===== config.mk =====
export PLATFORM = sky130hd
export DESIGN_NAME = sdf_butterfly_stage_flat
export DESIGN_NICKNAME = d
export VERILOG_FILES = /design/src/rtl/sdf_butterfly_stage_if.sv /design/src/rtl/sdf_butterfly_stage.sv /design/src/flat_wrapper.sv
export SDC_FILE = /design/constraint.sdc
export NUM_CORES = 1
export LEC_CHECK = 0
export CORE_UTILIZATION = 33
export DETAILED_ROUTE_END_ITERATION = 7
export MAX_ROUTING_LAYER = met4
export PLACE_DENSITY = 0.48
export REMOVE_ABC_BUFFERS = 1
export SLEW_MARGIN = 20
export SYNTH_ARGS = -nofsm -noshare
export SYNTH_HDL_FRONTEND = slang
export SYNTH_SLANG_ARGS = --single-unit

===== constraint.sdc =====
create_clock -name clock -period 14 [get_ports clock]
set_input_delay 2.8 -clock clock [delete_from_list [all_inputs] [get_ports clock]]
set_output_delay 2.8 -clock clock [all_outputs]
set_load 0.01 [all_outputs]

===== src/rtl/sdf_butterfly_stage_if.sv =====
// sdf_butterfly_stage_if: streaming sample bus into and out of an SDF butterfly stage
//   di_en/di_re/di_im      : input sample valid and complex value (master -> slave)
//   do_en/do_re/do_im      : output sample valid and complex value (slave -> master)
//   tw_en/tw_addr          : twiddle-required flag and twiddle index (slave -> master)
interface sdf_butterfly_stage_if #(
    parameter int WIDTH     = 16,
    parameter int LOG_DEPTH = 5
);
    logic                    di_en;
    logic signed [WIDTH-1:0] di_re;
    logic signed [WIDTH-1:0] di_im;
    logic                    do_en;
    logic signed [WIDTH-1:0] do_re;
    logic signed [WIDTH-1:0] do_im;
    logic                    tw_en;
    logic [LOG_DEPTH-1:0]    tw_addr;
    modport master (output di_en, di_re, di_im, input do_en, do_re, do_im, tw_en, tw_addr);
    modport slave  (input di_en, di_re, di_im, output do_en, do_re, do_im, tw_en, tw_addr);
endinterface


===== src/rtl/sdf_butterfly_stage.sv =====
// sdf_butterfly_stage: radix-2 single-path delay-feedback DIF butterfly with a DEPTH-word feedback line
//   clock : rising-edge clock
//   reset : asynchronous active-high reset
//   bus   : slave side of sdf_butterfly_stage_if (samples in; butterfly results, twiddle flag/index out)
module sdf_butterfly_stage #(
    parameter int WIDTH     = 16,
    parameter int DEPTH     = 32,
    parameter int LOG_DEPTH = 5
) (
    input logic                  clock,
    input logic                  reset,
    sdf_butterfly_stage_if.slave bus
);
    localparam int CW = LOG_DEPTH + 1;
    logic [CW-1:0]           cnt_q, cnt_d;
    logic                    primed_q, primed_d;
    logic [2*WIDTH-1:0]      mem_q [DEPTH];
    logic [2*WIDTH-1:0]      wr_d;
    logic                    phase;
    logic [LOG_DEPTH-1:0]    k;
    logic signed [WIDTH-1:0] y_re, y_im, sum_re, sum_im, dif_re, dif_im;
    logic                    do_en_q, do_en_d, tw_en_q, tw_en_d;
    logic signed [WIDTH-1:0] do_re_q, do_re_d, do_im_q, do_im_d;
    logic [LOG_DEPTH-1:0]    tw_addr_q, tw_addr_d;
    always_comb begin
        phase     = cnt_q[LOG_DEPTH];
        k         = cnt_q[LOG_DEPTH-1:0];
        {y_re, y_im} = mem_q[k];
        // Sign-extended WIDTH+1 add/sub, then keep bits [WIDTH:1]: floor halving that cannot overflow.
        sum_re    = WIDTH'(({y_re[WIDTH-1], y_re} + {bus.di_re[WIDTH-1], bus.di_re}) >> 1);
        sum_im    = WIDTH'(({y_im[WIDTH-1], y_im} + {bus.di_im[WIDTH-1], bus.di_im}) >> 1);
        dif_re    = WIDTH'(({y_re[WIDTH-1], y_re} - {bus.di_re[WIDTH-1], bus.di_re}) >> 1);
        dif_im    = WIDTH'(({y_im[WIDTH-1], y_im} - {bus.di_im[WIDTH-1], bus.di_im}) >> 1);
        cnt_d     = bus.di_en ? cnt_q + CW'(1) : cnt_q;
        // Primed once a whole frame has passed, so the unfilled delay line is never emitted.
        primed_d  = primed_q | (bus.di_en & (&cnt_q));
        do_en_d   = bus.di_en & (phase | primed_q);
        do_re_d   = !bus.di_en ? do_re_q : phase ? sum_re : y_re;
        do_im_d   = !bus.di_en ? do_im_q : phase ? sum_im : y_im;
        tw_en_d   = bus.di_en ? !phase : tw_en_q;
        tw_addr_d = !bus.di_en ? tw_addr_q : phase ? '0 : k;
        wr_d      = phase ? {dif_re, dif_im} : {bus.di_re, bus.di_im};
    end
    always_ff @(posedge clock or posedge reset) begin
        if (reset) begin
            cnt_q     <= '0;
            primed_q  <= 1'b0;
            do_en_q   <= 1'b0;
            do_re_q   <= '0;
            do_im_q   <= '0;
            tw_en_q   <= 1'b0;
            tw_addr_q <= '0;
        end else begin
            cnt_q     <= cnt_d;
            primed_q  <= primed_d;
            do_en_q   <= do_en_d;
            do_re_q   <= do_re_d;
            do_im_q   <= do_im_d;
            tw_en_q   <= tw_en_d;
            tw_addr_q <= tw_addr_d;
        end
    end
    // Delay line is deliberately left out of reset; priming hides its initial contents.
    always_ff @(posedge clock) begin
        if (bus.di_en) mem_q[k] <= wr_d;
    end
    assign bus.do_en   = do_en_q;
    assign bus.do_re   = do_re_q;
    assign bus.do_im   = do_im_q;
    assign bus.tw_en   = tw_en_q;
    assign bus.tw_addr = tw_addr_q;
endmodule


===== src/flat_wrapper.sv =====
// flat-port wrapper written by rule: the top's interface ports become plain ports
module sdf_butterfly_stage_flat 
#(
    parameter int WIDTH     = 16,
    parameter int DEPTH     = 32,
    parameter int LOG_DEPTH = 5
)
  (clock, reset, bus_di_en, bus_di_re, bus_di_im, bus_do_en, bus_do_re, bus_do_im, bus_tw_en, bus_tw_addr);
  sdf_butterfly_stage_if #(.WIDTH(WIDTH), .LOG_DEPTH(LOG_DEPTH)) bus_i ();
  input logic clock;
  input logic reset;
  input wire logic [$bits(bus_i.di_en)-1:0] bus_di_en;
  input wire logic [$bits(bus_i.di_re)-1:0] bus_di_re;
  input wire logic [$bits(bus_i.di_im)-1:0] bus_di_im;
  output wire logic [$bits(bus_i.do_en)-1:0] bus_do_en;
  output wire logic [$bits(bus_i.do_re)-1:0] bus_do_re;
  output wire logic [$bits(bus_i.do_im)-1:0] bus_do_im;
  output wire logic [$bits(bus_i.tw_en)-1:0] bus_tw_en;
  output wire logic [$bits(bus_i.tw_addr)-1:0] bus_tw_addr;
  assign bus_i.di_en = bus_di_en;
  assign bus_i.di_re = bus_di_re;
  assign bus_i.di_im = bus_di_im;
  assign bus_do_en = bus_i.do_en;
  assign bus_do_re = bus_i.do_re;
  assign bus_do_im = bus_i.do_im;
  assign bus_tw_en = bus_i.tw_en;
  assign bus_tw_addr = bus_i.tw_addr;
  sdf_butterfly_stage #(.WIDTH(WIDTH), .DEPTH(DEPTH), .LOG_DEPTH(LOG_DEPTH)) u_core (.clock(clock), .reset(reset), .bus(bus_i));
endmodule

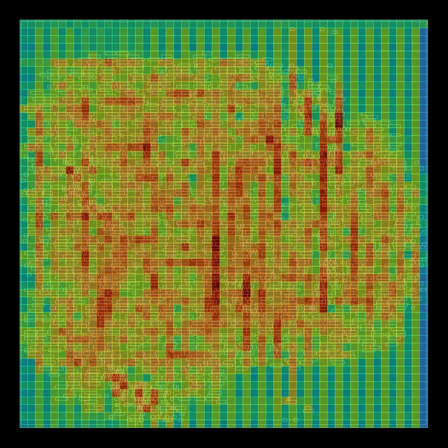
Run 1: routing congestion map
met3 Use GR: 2.65%
Final Util: 38.7%

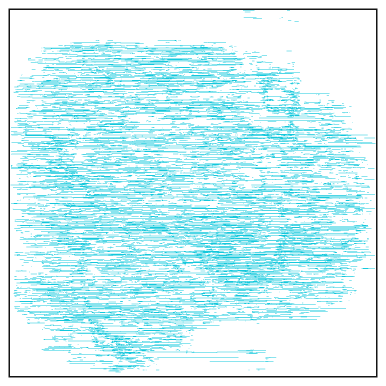
Run 1: met1 routing
Drawn at 1 px/µm.
wire length on this layer: 59.1 mm
nets with wire on the layer: 2417
share of all routed wire: 44%

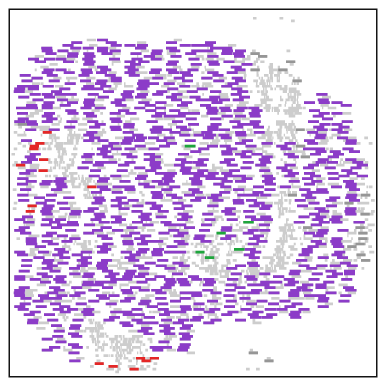
Run 1: where the registers sit
Drawn at 1 px/µm.
[green] `u_core.cnt_q` | sequential cells: 6
[red] `u_core.bus.do_re` | sequential cells: 16
[purple] `u_core.mem_q` | sequential cells: 1024 | where: all over the die
sequential share of cell area: 62.8%
P_seq: 4.50 mW
FF/Latch Area: 31900 µm²

==> flow_summary_export.csv, run 1 <==
group,metric,value,unit
clocking,clock-sinks,1070,
critical_path,timing.rr.end,"u_core.bus.do_im[13]$_DFFE_PP0P_",
synthesis,syn_area,43700,µm²
layout,layout.nets,2542,
synthesis,yosys_warnings,0,
die,die_area,134000,µm²
place,port_buffers,73,
place,place_congestion,0.819,
clocking,clk_latency,0.71,ns
min_path,min_path_type,"flop to flop",
clocking,htreeDepth,3,
timing,maxSlewViolCount,0,
synthesis,top_cells_by_area,"edfxtp_1, mux4_2, dfrtp_1",
synthesis,synth-edff-count,1024,
min_path,hold_path_startpoint,"u_core.primed_q$_DFF_PP0_",
outcome,status,"complete, no violations",
timing,skew,0.0429,ns
layout,largest_register_ffs,1024,
power,power_frac_seq,36.4,%
synthesis,ys_area,43700,µm²
detailed_routing,drt_iter0_markers,2563,
place,post-place-ws,6.96,ns
power,switchingPower,4.50,mW
die,fp.dieH,366,µm
detailed_routing,drt-met1-wl,59.1,mm
global_routing,track_usage,20.3,%
critical_path,crit_type,"flop to flop",
layout,area_growth_syn_to_layout,16.3,%
timing,hold_viol,0,
synthesis,avgSynthCellArea,19.1,µm²
place,dp_hpwl,71.5,mm
layout,regMostFlops,"u_core.mem_q",
detailed_routing,route.antenna.remaining_nets,0,
critical_path,critPathLaunchType,"flop",
detailed_routing,drc,0,
[run 1: placed cells by master, fill, tap and decap left out, types with 55 or more instances in the layout]
cell type,Yosys,routed
mux4_2,244,244
clkdlybuf4s50_1,0,72
edfxtp_1,1024,1024
inv_1,78,77
a21oi_1,58,55
ha_1,75,75
a22oi_1,111,111
nand2_1,56,56
clkbuf_16,0,115
buf_4,1,75
[run 1: metal layers]
metal / up-vias / global-route usage, %
li1: 9651 / -
met1: 12900 / 28.3
met2: 816 / 32.0
met3: 174 / 2.65
met4: 0 / 4.28
met5: - / -
[run 1: power by group through the flow]
stage               sequential [mW]  combinational [mW]  clock [mW]
global placement               4.55                4.82           0
CTS                            4.50                4.91        3.03
finish                         4.50                4.89        2.97
floorplan                      4.80                3.44           0
global route                   4.53                5.29        3.14
detailed placement             4.57                4.89           0
[run 1: worst max-delay path: stages, from the launching register on]
cell       delay [ns]
dfrtp_4          0.90
buf_12           0.69
buf_4            0.81
mux4_2           0.41
a22o_1           0.25
nand4b_1         0.42
ha_1             0.48
inv_1            0.07
a21oi_1          0.14
o21bai_1         0.10
a21oi_1          0.35
o31ai_1          0.18
a2111oi_0        0.89
xnor2_1          0.20
a21oi_1          0.09
mux2_2           0.27
[run 1: cell families after synthesis]
logic type | count (synthesis) | synth area share, %
AND-OR/OR-AND | 342 | 5.31
multiplexers | 288 | 13.6
AND/OR/NAND/NOR | 259 | 2.94
buffers and inverters | 204 | 1.91
adder cells (fa/ha/maj) | 79 | 2.33
XOR/XNOR | 45 | 0.902
flip-flops | 1070 | 73.0
[run 1: cell type report]
class	count	area, µm²
fill	12000	80600
sequential	1070	31900
multi-input combinational	1013	11400
clock buffer	148	3040
tap	1755	2200
timing repair buffer	150	1340
clock inverter	66	634
inverter	79	298
Run 1, layout detail:
Window x 262 to 287, y 262 to 287 µm. Cells in gray, sequential cells in the stronger gray; small squares are vias.
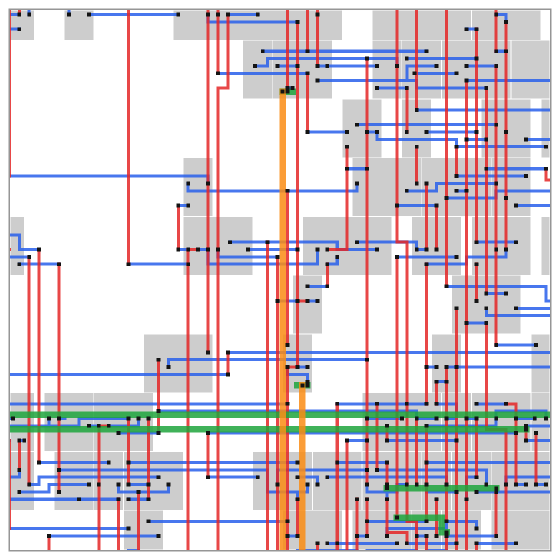

==> run 2: changes to the inputs <==
--- a/config.mk
+++ b/config.mk
@@ -8,7 +8,7 @@
 export CORE_UTILIZATION = 33
 export DETAILED_ROUTE_END_ITERATION = 7
 export MAX_ROUTING_LAYER = met4
-export PLACE_DENSITY = 0.48
+export PLACE_DENSITY = 0.49
 export REMOVE_ABC_BUFFERS = 1
 export SLEW_MARGIN = 20
 export SYNTH_ARGS = -nofsm -noshare
==> constraint.sdc (replaced) <==
create_clock -name clock -period 5.4 [get_ports clock]
set_input_delay 1.08 -clock clock [delete_from_list [all_inputs] [get_ports clock]]
set_output_delay 1.08 -clock clock [all_outputs]
set_load 0.01 [all_outputs]
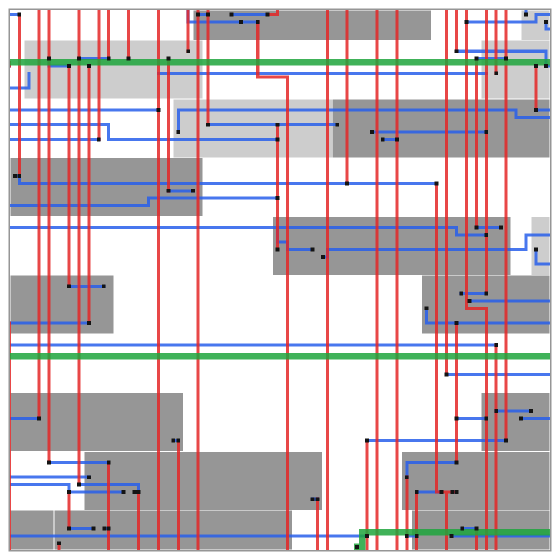
Run 2: layout detail
Window x 262 to 287, y 262 to 287 µm. Cells in gray, sequential cells in the stronger gray; small squares are vias.
[blue] met1
[green] met3
[red] met2
netlist names of flops here include: `u_core.mem_q` (10)
most frequent: edfxtp_1 (10), mux4_2 (1), buf_12 (1)
sequential cells in the window: 10
cells with their middle in the window: 12

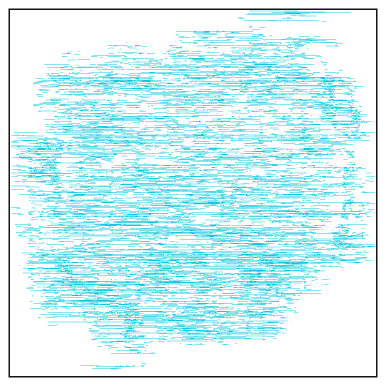
Run 2: met1 routing
Drawn at 1 px/µm.
main direction: horizontal
nets with wire on the layer: 2519
Via Count: 23600
met1 Use GR: 26.8%
WL final: 130 mm

==> flow_summary_export.csv, run 2 <==
group,metric,value,unit
outcome,status,"complete, no violations",
critical_path,slowest_delay,0.63,ns
critical_path,path_delay_family,"AND-OR/OR-AND gates",
layout,layout.nets,2634,
layout,regMostFlops,"u_core.mem_q",
critical_path,endpoint,"u_core.mem_q[28][29]$_DFFE_PP_",
synthesis,top_cells_by_area,"edfxtp_1, mux4_2, dfrtp_1",
detailed_routing,drc,0,
detailed_routing,drt_iter0_markers,2308,
detailed_routing,route.antenna.remaining_nets,0,
critical_path,worstSetupPathDepth,18,
critical_path,timing.rr.end,"u_core.mem_q[28][29]$_DFFE_PP_",
layout,lay_top_count,"edfxtp_1",
clocking,clock-sinks,1070,
layout,fillers,11800,
critical_path,critPathSlowestCell,"and3b_2",
critical_path,crit_buf_inv,4,
timing,skew,0.0251,ns
synthesis,avgSynthCellArea,19.1,µm²
min_path,min_path_type,"flop to flop",
global_routing,track_usage,19.8,%
critical_path,critPathLaunchType,"flop",
synthesis,syn_area,43700,µm²
critical_path,crit_chain,"buf_4 -> and3b_2 -> a22oi_1 -> o211ai_1 -> inv_1 -> fa_1 -> nor2b_1 -> o21ai_0 -> a21oi_1 -> o21ai_0 -> a21o_1 -> a21oi_1 -> o31ai_1 -> buf_4 -> a211oi_1 -> nor3_1 -> o31ai_2 -> buf_12",
clocking,clk_latency,0.73,ns
timing,hold_viol,0,
place,dp_hpwl,77.3,mm
place,port_buffers,73,
detailed_routing,via_per_inst,5.39,
die,fp.dieH,366,µm
layout,area_growth_syn_to_layout,18.8,%
layout,final_cell_mix,"edfxtp_1, mux4_2, buf_4, clkbuf_16, a22oi_1",
clocking,htreeDepth,3,
timing,maxSlewViolCount,0,
place,place_congestion,0.815,
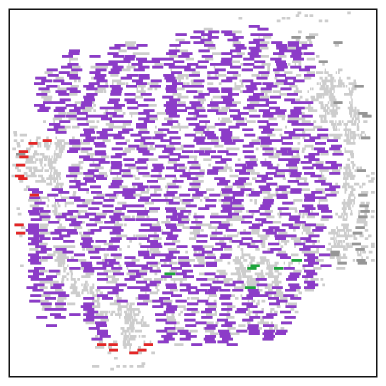
Run 2: where the registers sit
Drawn at 1 px/µm.
[green] `u_core.cnt_q` | sequential cells: 6
[red] `u_core.bus.do_re` | sequential cells: 16
[purple] `u_core.mem_q` | sequential cells: 1024 | where: all over the die
not colored: 24

run 2: metrics by stage:
step | instance area [µm²] | power (mW) | hold WS (ns) | util [%]
3_5_place_dp | 48200 | 25.4 | 0.456 | 36.6
4_1_cts | 51900 | 33.2 | 0.469 | 39.5
3_3_place_gp | 48200 | 25.1 | 0.445 | 36.6
2_1_floorplan | 43200 | 19.8 | 0.429 | -
6_report | 51900 | 33.0 | 0.479 | 39.5
5_1_grt | 51900 | 34.6 | 0.483 | 39.5
run 2: area by class of cell:
| cell class | count | area [µm²] | area share [%] |
|---|---|---|---|
| well taps | 1755 | 2200 | 4.23 |
| clock inverters | 82 | 774 | 1.49 |
| flip-flops and latches | 1070 | 31900 | 61.5 |
| repair buffers | 243 | 2420 | 4.66 |
| multi-input cells | 1013 | 11400 | 21.9 |
| inverters | 79 | 298 | 0.574 |
| clock buffers | 133 | 2960 | 5.69 |
run 2: kinds of logic (layout without fill, tap and decap cells):
family          Yosys count  in the layout  synth area share [%]
compound gates          342            342                  5.31
xor+xnor                 45             45                 0.902
fa+ha+maj                79             79                  2.33
buf+inv                 204            537                  1.91
flops                  1070           1070                  73.0
mux                     288            288                  13.6
simple gates            259            259                  2.94
run 2: timing repair:
action                                  4_1_cts  5_1_grt
resized                                       0        3
endpoints found under the setup margin        0      128
hold buffers                                  0        0
run 2: per-layer routing:
metal	global-route usage, %	vias to the layer above	wire length, µm
met1	26.8	12800	55800
met2	31.3	832	62800
met5	-	-	0
li1	-	9831	-
met4	4.40	0	2710
met3	3.50	164	8300
run 2: report_power, final:
group          internal [mW]  switching, mW  leakage, nW
clock network           4.50           3.34         1.81
registers               11.2          0.309         9.80
logic                   5.47           8.18         5.29
total                   21.2           11.8         16.9
Power is estimated from default activity; no workload was simulated.
